$ cat src/rtl/cbus_arbiter.sv
`default_nettype none
// ============================================================================
//  Module      : cbus_arbiter (with package cbus_pkg)
//  Description : Burst-locked N:1 cache-bus arbiter. A granted master keeps
//                the memory port until a response beat with last=1 is
//                accepted; one IDLE cycle always separates two grants.
//                Optional macro CBUS_ARB_ROUND_ROBIN_EN selects rotating
//                priority; without it, the lowest valid index wins.
//  Revision    : 1.0 - initial release
// ============================================================================

package cbus_pkg;

    // Burst length encoding carried with each request
    typedef enum logic [1:0] {
        MLEN1  = 2'd0,
        MLEN4  = 2'd1,
        MLEN8  = 2'd2,
        MLEN16 = 2'd3
    } cbus_len_t;

    typedef struct packed {
        logic        valid;
        logic        write;
        logic [31:0] addr;
        cbus_len_t   len;
        logic [31:0] wdata;
    } cbus_req_t;

    typedef struct packed {
        logic        ready;
        logic        last;
        logic [31:0] rdata;
    } cbus_resp_t;

endpackage

module cbus_arbiter
    import cbus_pkg::*;
#(
    parameter int NUM_CH = 2,
    parameter int CH_W   = $clog2(NUM_CH)
) (
    input  logic                    clk,
    input  logic                    reset,
    input  cbus_req_t  [NUM_CH-1:0] ireqs,
    output cbus_resp_t [NUM_CH-1:0] iresps,
    output cbus_req_t               oreq,
    input  cbus_resp_t              oresp,
    output logic       [CH_W-1:0]   owner,
    output logic                    busy
);

    typedef enum logic [0:0] {
        ST_IDLE = 1'b0,
        ST_BUSY = 1'b1
    } state_t;

    state_t          r_state;
    logic [CH_W-1:0] r_owner;
    logic [CH_W-1:0] w_sel;
    logic            w_any;
    logic            w_done;

    // A burst completes only on an accepted beat flagged as the last one
    assign w_done = oresp.ready & oresp.last;

`ifdef CBUS_ARB_ROUND_ROBIN_EN
    localparam logic [CH_W-1:0] c_last_ch = CH_W'(NUM_CH - 1);

    logic [CH_W-1:0] r_rr_ptr;
    logic [CH_W:0]   w_sum;
    logic [CH_W-1:0] w_cand;

    // Rotating search from r_rr_ptr; scanning downward lets the nearest valid channel win
    always_comb begin
        w_sel  = '0;
        w_any  = 1'b0;
        w_sum  = '0;
        w_cand = '0;
        for (int k = NUM_CH - 1; k >= 0; k--) begin
            w_sum = {1'b0, r_rr_ptr} + (CH_W + 1)'(k);
            if (w_sum >= (CH_W + 1)'(NUM_CH)) begin
                w_sum = w_sum - (CH_W + 1)'(NUM_CH);
            end
            w_cand = w_sum[CH_W-1:0];
            if (ireqs[w_cand].valid) begin
                w_sel = w_cand;
                w_any = 1'b1;
            end
        end
    end
`else
    // Fixed priority: scanning downward leaves the lowest valid index selected
    always_comb begin
        w_sel = '0;
        w_any = 1'b0;
        for (int k = NUM_CH - 1; k >= 0; k--) begin
            if (ireqs[k].valid) begin
                w_sel = CH_W'(k);
                w_any = 1'b1;
            end
        end
    end
`endif

    // Grant/burst FSM: owner is captured at grant and held for the whole burst
    always_ff @(posedge clk or posedge reset) begin
        if (reset) begin
            r_state  <= ST_IDLE;
            r_owner  <= '0;
`ifdef CBUS_ARB_ROUND_ROBIN_EN
            r_rr_ptr <= '0;
`endif
        end else begin
            case (r_state)
                ST_IDLE: begin
                    if (w_any) begin
                        r_owner <= w_sel;
                        r_state <= ST_BUSY;
                    end
                end
                ST_BUSY: begin
                    if (w_done) begin
                        r_state  <= ST_IDLE;
`ifdef CBUS_ARB_ROUND_ROBIN_EN
                        // Explicit wrap keeps the pointer legal for non-power-of-2 channel counts
                        r_rr_ptr <= (r_owner == c_last_ch) ? '0 : r_owner + 1'b1;
`endif
                    end
                end
                default: r_state <= ST_IDLE;
            endcase
        end
    end

    assign busy  = (r_state == ST_BUSY);
    assign owner = r_owner;

    // Route the owner's request out and the memory response back; everything is quiet when idle
    always_comb begin
        oreq   = '0;
        iresps = '0;
        if (busy) begin
            oreq             = ireqs[r_owner];
            iresps[r_owner]  = oresp;
        end
    end

endmodule

`default_nettype wire

$ cat config.mk
export PLATFORM = sky130hd
export DESIGN_NAME = cbus_arbiter
export DESIGN_NICKNAME = d
export VERILOG_FILES = /design/src/rtl/cbus_arbiter.sv
export SDC_FILE = /design/constraint.sdc
export NUM_CORES = 1
export LEC_CHECK = 0
export CAP_MARGIN = 10
export CORE_AREA = 2 2 120 122
export CTS_BUF_LIST = sky130_fd_sc_hd__clkbuf_2
export CTS_CLUSTER_SIZE = 25
export DETAILED_ROUTE_END_ITERATION = 12
export DIE_AREA = 0 0 122 124
export SLEW_MARGIN = 20
export SYNTH_ARGS = -nofsm -noshare
export SYNTH_HDL_FRONTEND = slang
export SYNTH_SLANG_ARGS = --single-unit
$ cat constraint.sdc
create_clock -name clk -period 2.6 [get_ports clk]
set_clock_uncertainty 0.05 [all_clocks]
set_input_delay 0.52 -clock clk [delete_from_list [all_inputs] [get_ports clk]]
set_output_delay 0.52 -clock clk [all_outputs]
set_load 0.1 [all_outputs]
==> run_1/gates.png <==
Bar = 20 µm.
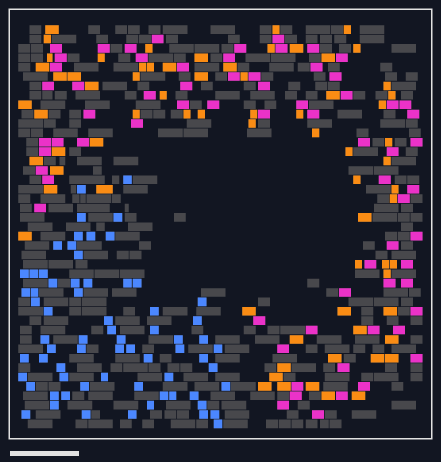
legend:
  and/or cells:
    colour: blue
    cells: 68
    most_used: and3_2
  nor cells:
    colour: orange
    cells: 71
    most_used: nor2_4
    where: spread over the die
  mux cells:
    colour: magenta
    cells: 68
    most_used: mux2i_1
    where: spread over the die

==> run_1/m3.png <==
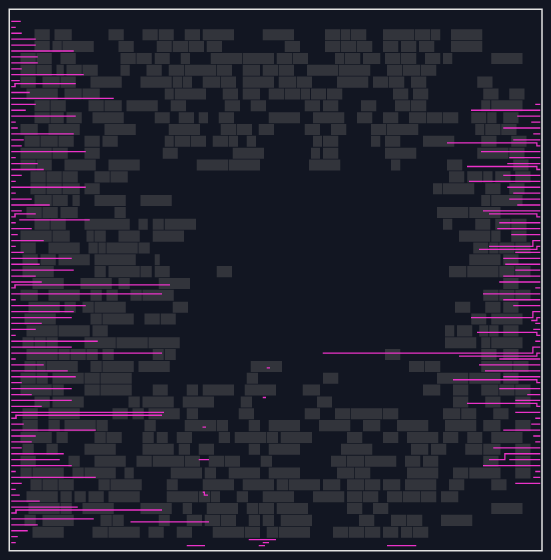
nets with wire on the layer: 161
longest straight run: 48.1 µm
share of all routed wire: 12%
main direction: horizontal
wire length on this layer: 1440 µm
met3 layer usage reported by global route: 6.04%
total length of routed wires: 11700 µm

==> run_1/clock_wires.png <==
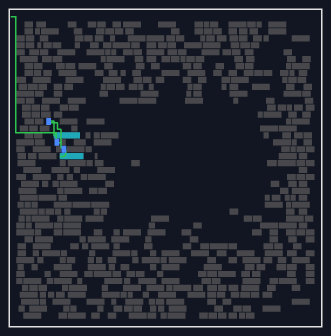
legend:
  clock-net drivers:
    colour: blue
    count: 3
  clock wires:
    colour: green
    length: 96.1 µm
  flip-flops:
    colour: cyan
    count: 2
routed clock nets: 4
power dissipated in the clock network: 45.4 µW
clk latency late pin: 0.18 ns

==> run summary, run 1 <==
Numbers from the implementation run.

The run finished with clean final reports. The number of cells produced by synthesis is between 200 and 250. Across the VDD grid, the largest voltage drop is 0.472 mV. Counting buffers and inverters, the worst setup path is 4 cells deep.

Clock tree synthesis inserted a total of 3 buffers. The switching portion of total power comes to a little over three fifths. The per-cell routed wire length is 16.5 µm. Leaving out fill and tap cells, the most frequent cells in the layout are 171 x sky130_fd_sc_hd__clkdlybuf4s50_1, 139 x sky130_fd_sc_hd__buf_12, 68 x sky130_fd_sc_hd__mux2i_1. The end of the worst register-to-register path is busy.

The buffer count from post-CTS setup fixing is 0. Per the detail_route report, vias per standard cell equal 4.05. The layout cell share with drive strength beyond 1 is between 50% and 60%. The number of maximum-capacitance violations recorded for the run is 0. The number of inserted diodes is 1.

For reference, the critical path cell chain is buf_12 -> mux2i_1 -> nor2_4 -> buf_12. The worst hold margin is 0.463 ns. The share of synthesized area occupied by flip-flops and latches is 3.01%. The sequential logic power is 49.3 µW.

After floorplanning, the die was sized to cover 15100 µm². The total of buffers placed on input and output ports is 309. The clock edge transition at the registers on the reported setup and hold paths is around 0.030 ns. In this run the critical register-to-register path is launched from busy. The number of hold-repair buffers added at the cts stage is 0. The power density over the cells is around 750 nW/µm².

Wire segments on met2 add up to 6440 µm in the final route. The total power consumption of the routed design is between 5000 and 6000 µW. In this run the worst path has a maximum fanout of 54.

The final report lists the setup-violating endpoint count as 0. The global-route total usage across every layer is 14.2%. The minimum setup slack in the final design is roughly 0.47 ns.

The fraction of final cell area spent on non-clock buffers in this run is between 60% and 70%. The total overflow reported by the global router is 0. The maximum clock rate is approximately 470 MHz. The detailed router reports a met3 wire length of between 1000 and 1500 µm. The number of global-route vias before repair was 3061. The number of nets at floorplan is 411.

Once placement finished, the instance area stood at 6660 µm². The classification of the worst setup path is flip-flop to output pin. The CTS sink count is 2. Among cell families on the critical path, the largest total delay comes from flip-flops. Setup repair after global routing left no endpoint under its margin. The net switching power of the design is roughly 3200 µW.

The final design utilization is between 40 and 50%. The area inside the core boundary is approximately 14000 µm². The highest metal layer with signal wires is met4. For the worst setup path, the data required time is 2.03 ns. The unique cell type count in the Yosys netlist is 18. Warnings reported by Yosys during synthesis add up to 0. The number of antenna violations at the first check in global routing was 1. The number of synthesized flops with an enable pin is 0. The total of clock buffers placed in the layout is 3. The design has 2 sequential cells. The area fraction of the largest cell type after synthesis is 40.9%. The internal power is roughly 1800 µW. The post-layout minimum cycle time is 2.13 ns. The capturing element of the worst setup path is oreq[22]. The portion of the clock cycle consumed by the worst path in the final layout is between 80% and 90%. The startpoint of the most critical setup path is owner.

The vias after detailed routing is 2884. The design received a total of 180 well taps at floorplan. The async set or reset register ratio after synthesis is 100%. The worst-case max-slew headroom was logged as 64.8%. From left edge to right edge, the die measures 122 µm. The flop-to-flop setup slack is roughly 1.3 ns. The most frequent cell on the critical path is sky130_fd_sc_hd__buf_12. The highest-power group is combinational cells. Across the whole layout, storage elements account for roughly 55 µm².

The area share of xor/xnor cells in the synthesized design is 0%. The chip area line of the yosys report is ~1700 µm². Timing analysis after detailed placement gives a worst setup slack of 0.563 ns. The maximum cell stage delay along the critical path is about 0.45 ns. Clock tree buffers and inverters occupy 0.225% of the routed design's cell area. The register fraction of the total cell area is 0.825%. The detailed placer reported the number of placed instances as 708. For this run, the detailed router's first-pass iteration total came to 4. Post-CTS repair ended up resizing 0 cells. The post-route met1 wirelength is 3700 µm. Summed over all instances, the cell type with the most area after synthesis is sky130_fd_sc_hd__mux2i_1. The transition time of the tightest slew-check pin is 0.528 ns.

In this run the remaining antenna-violating nets after routing total 0. Among all cell classes, the greatest summed area belongs to non-clock buffers. The violation count after the first detailed-routing iteration is 34. The final cell count without fillers is 712.

Per the run report, area growth between synthesis and finish was 301%. The number of register bits inferred by synthesis is 2. The dominant logic cell type in the layout is sky130_fd_sc_hd__clkdlybuf4s50_1. The final weighted congestion in routability-driven placement is 0.742. The floorplan die height is approximately 120 µm.

In the placement report, post-DP HPWL is listed as 10200 µm. The average instance in the mapped netlist occupies 6.96 µm². Before any placement, the netlist area is recorded as between 1500 and 2000 µm². The total non-filler cell area in the finished layout is between 6000 and 7000 µm². The final timing report lists a hold violation count of 0.
==> run_1/sizing.png <==
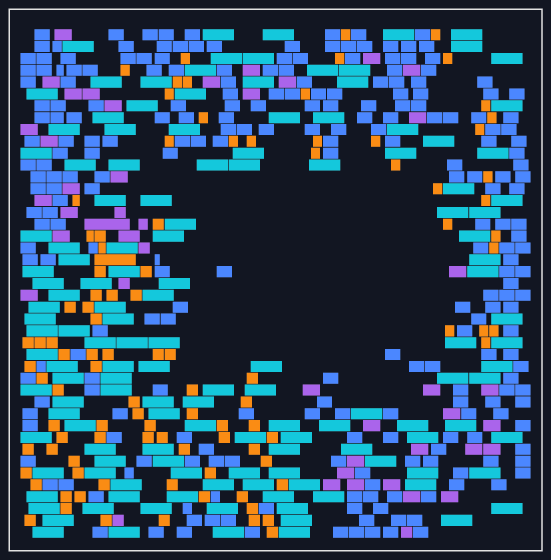

## Run 2: what changed since run 1
--- a/config.mk
+++ b/config.mk
@@ -6,11 +6,11 @@
 export NUM_CORES = 1
 export LEC_CHECK = 0
 export CAP_MARGIN = 10
-export CORE_AREA = 2 2 120 122
+export CORE_AREA = 2 2 119 121
 export CTS_BUF_LIST = sky130_fd_sc_hd__clkbuf_2
 export CTS_CLUSTER_SIZE = 25
 export DETAILED_ROUTE_END_ITERATION = 12
-export DIE_AREA = 0 0 122 124
+export DIE_AREA = 0 0 121 123
 export SLEW_MARGIN = 20
 export SYNTH_ARGS = -nofsm -noshare
 export SYNTH_HDL_FRONTEND = slang
==> constraint.sdc (replaced) <==
create_clock -name clk -period 1.8 [get_ports clk]
set_clock_uncertainty 0.05 [all_clocks]
set_input_delay 0.36 -clock clk [delete_from_list [all_inputs] [get_ports clk]]
set_output_delay 0.36 -clock clk [all_outputs]
set_load 0.1 [all_outputs]
==> run_2/sizing.png <==
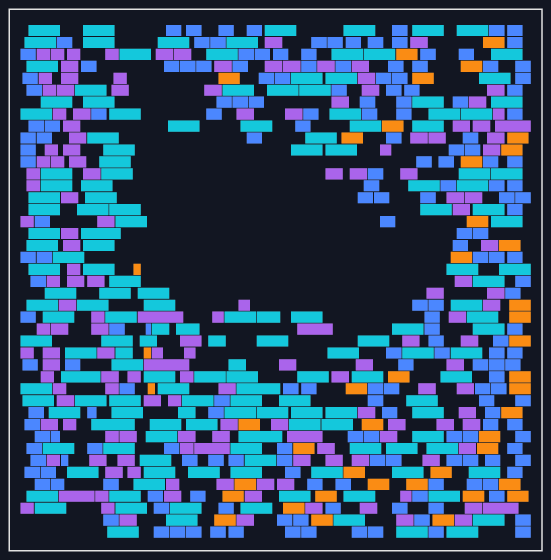
legend:
  x1 and smaller:
    colour: blue
    cells: 198
    most_used: clkdlybuf4s50_1
  x6 and larger:
    colour: cyan
    cells: 164
    most_used: buf_12
  x3 and x4:
    colour: purple
    cells: 152
    most_used: nor2_4
  x2:
    colour: orange
    cells: 43
    most_used: mux2i_2

==> run_2/congestion_map.png <==
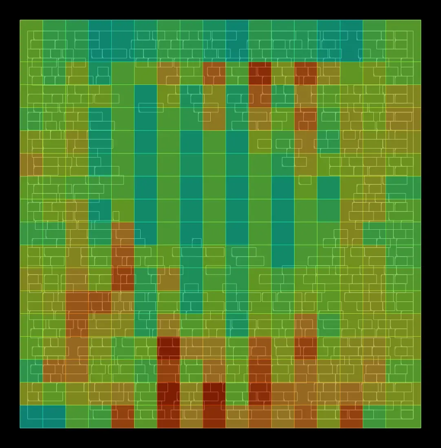
met2 layer usage reported by global route: 31.2%
global-route track usage on met1: 17.6%

==> run summary, run 2 <==
Numbers from the implementation run.

STA puts the critical path data required time at 1.39 ns. Setup repair after global routing could not meet its margin everywhere. The startpoint of the worst register-to-register path is busy. The vias after detailed routing is 3056. The filler cells instantiated in the layout total 1089. Following the worst setup path forward leads to its endpoint at oreq[18]. The number of sequential cells is 2. Summing the areas of all xor and xnor instances in the mapped netlist gives 0% of the synthesized area. Note, the detailed placer reported a final HPWL of 10800 µm.

The number of antenna violations at the first check in global routing was 0. The post-placement setup slack is 0.0192 ns. The headroom to the max-slew limit is 82.1%.

Per the post-synthesis report, the number of cells in the design is 239. The top-area cell type share of the netlist area is 40.9%. In the layout the commonest cells are 171 x sky130_fd_sc_hd__clkdlybuf4s50_1, 151 x sky130_fd_sc_hd__buf_12, 68 x sky130_fd_sc_hd__nor2_4. The placed cell count is 721.

The classification of the worst setup path is flip-flop to output pin. Per the detail_route report, vias per standard cell equal just over 4. Multiplexer cells account for 40.9% of the synthesized area.

Registers represent a cell area share of less than 1%. The final report lists a non-filler cell total of 737. Detailed-route iteration 0 reported a violation count of 35. The count of final hold-check violations is 0. The largest fanout on the critical path is 37. The final timing report derives a shortest allowable period of 1.96 ns. The checks that failed: setup timing.

Per the skew report, the later register of the worst-skew pair sees a clock latency of 0.20 ns. Buffers placed on the I/O ports in this run total 309. In the final layout, non-clock buffers account for 64.9% of the cell area.

The synthesized design spends more area on one cell type than any other, namely sky130_fd_sc_hd__mux2i_1. In this run the register-to-register setup slack is 0.51 ns. CTS built an H-tree with a depth of 1. The placed instance area is 7210 µm².

On the reported timing paths, the clock transition at the registers reads around 0.030 ns. The die extent in x is 121 µm. The repair_antennas step left the layout with diodes totalling 0.

The number of logic gates is ~210. At the worst endpoint, the arrival time is ~1.6 ns. The logic depth of the worst path, buffers included is 4. The flow ran to the end, but the final reports show violations.

The number of global-route vias before repair is 3330. The worst hold margin is 0.269 ns. The summed instance area of the synthesized netlist is 1660 µm². Per the synth stats, the proportion of register bits with asynchronous set or reset is 100%. The proportion of cell area spent on the clock network is 0.195%. Nets still carrying antenna violations after routing amount to 0.

The transition time of the tightest slew-check pin is 0.260 ns. The share of synthesized area occupied by flip-flops and latches is between 3 and 4%. For the combinational group, total power comes out at 8060 µW.

The number of synthesis warnings is 0. The area fraction in compound gates is less than 1%. By area the synthesized netlist is led by sky130_fd_sc_hd__mux2i_1 41%, sky130_fd_sc_hd__nor2_1 15%, sky130_fd_sc_hd__and2_1 13%. The combinational gate area is 2390 µm². Setup total negative slack on the finished layout was measured at -12.08 ns. The layout report lists the combined flip-flop and latch area as 57.6 µm². Counting the buffers created by CTS gives 3. The gate-level netlist out of Yosys references 18 unique cell types. The synthesized-area fraction occupied by and/or/nand/nor cells is between 40% and 50%. The startpoint of the most critical setup path is owner. The number of synthesized flops with an enable pin is 0. Based on the critical path, the design can be clocked at up to 511 MHz. The minimum setup slack in the final design is -0.159 ns. The chip area line of the yosys report is about 1700 µm².

Per the detail_route log, the uppermost layer with routed signals is met4. Broken down by cell family, the worst path's largest delay share belongs to flip-flops. The total of clock buffers placed in the layout is 3.

Hold repair after CTS inserted 0 buffers. The CTS sink count is 2. The final setup violation count is 113. The net switching power of the design is 4890 µW. The area inside the core boundary is 13600 µm². The routing usage on met3 is approximately 5.5%. Summed over all layers, the global routing overflow is 0. In the power breakdown, the internal column shows 3320 µW. The total met3 wirelength after detailed routing is around 1400 µm. The detailed-routing iteration count for the pre-antenna-repair pass is 4. The per-cell routed wire length is 17.7 µm. The area growth from synthesis to layout is 363%.

Post-CTS timing repair inserted 6 buffers for setup. Per report_power, the sequential group accounts for ~1.0% of the total. Per the detail_route log, met2 wirelength is 6920 µm. For the worst reg-to-reg path, the endpoint reported by OpenROAD is owner.

The floorplan die height is roughly 120 µm. The critical path goes through buf_12 -> mux2i_1 -> nor2_4 -> buf_12. The maximum vdd drop is 0.593 mV. The die covers about 15000 µm². Cells fill 56.7% of the core in the end. Counting stages on the worst path, the most repeated cell is sky130_fd_sc_hd__buf_12. Power attributed to sequential cells is between 80 and 90 µW.

Counting flops and latches in the post-synthesis netlist gives 2. For this block, wires on met1 add up to 4610 µm. Post-synth the commonest register cell is sky130_fd_sc_hd__dfrtp_1.

The power report shows net switching accounting for just under 60% of the total. In the post-route report, total wirelength is listed as 13100 µm. With fillers left out, the area of the finished cells amounts to 7710 µm². The final weighted congestion in routability-driven placement is roughly 0.8.

Counting pins that exceed their max-slew limit in the final report gives 0. The layout cell share with drive strength beyond 1 is 64.5%. The number of maximum-capacitance violations is 0.

The report lists the power per cell area as 1070 nW/µm². The global-route total usage across every layer is 16.4%. Per the area breakdown, the dominant cell category is non-clock buffers. Ranked by power, first place goes to combinational cells. The report lists the number of cells resized after CTS as approximately 54. The number of nets at floorplan is 411. The portion of the clock cycle consumed by the worst path in the final layout is 109%. The post-synthesis area per instance is 6.96 µm². Among all stages on the critical path, the maximum delay recorded is around 0.50 ns. The total power consumption of the routed design is 8210 µW.

The well tap count is 180. The library cell used most frequently in the layout, excluding fill and tap cells, is sky130_fd_sc_hd__clkdlybuf4s50_1. The power attributed to the clock group is just over 70 µW.
Power figures rest on the tool's default switching activity, not on a simulated workload.
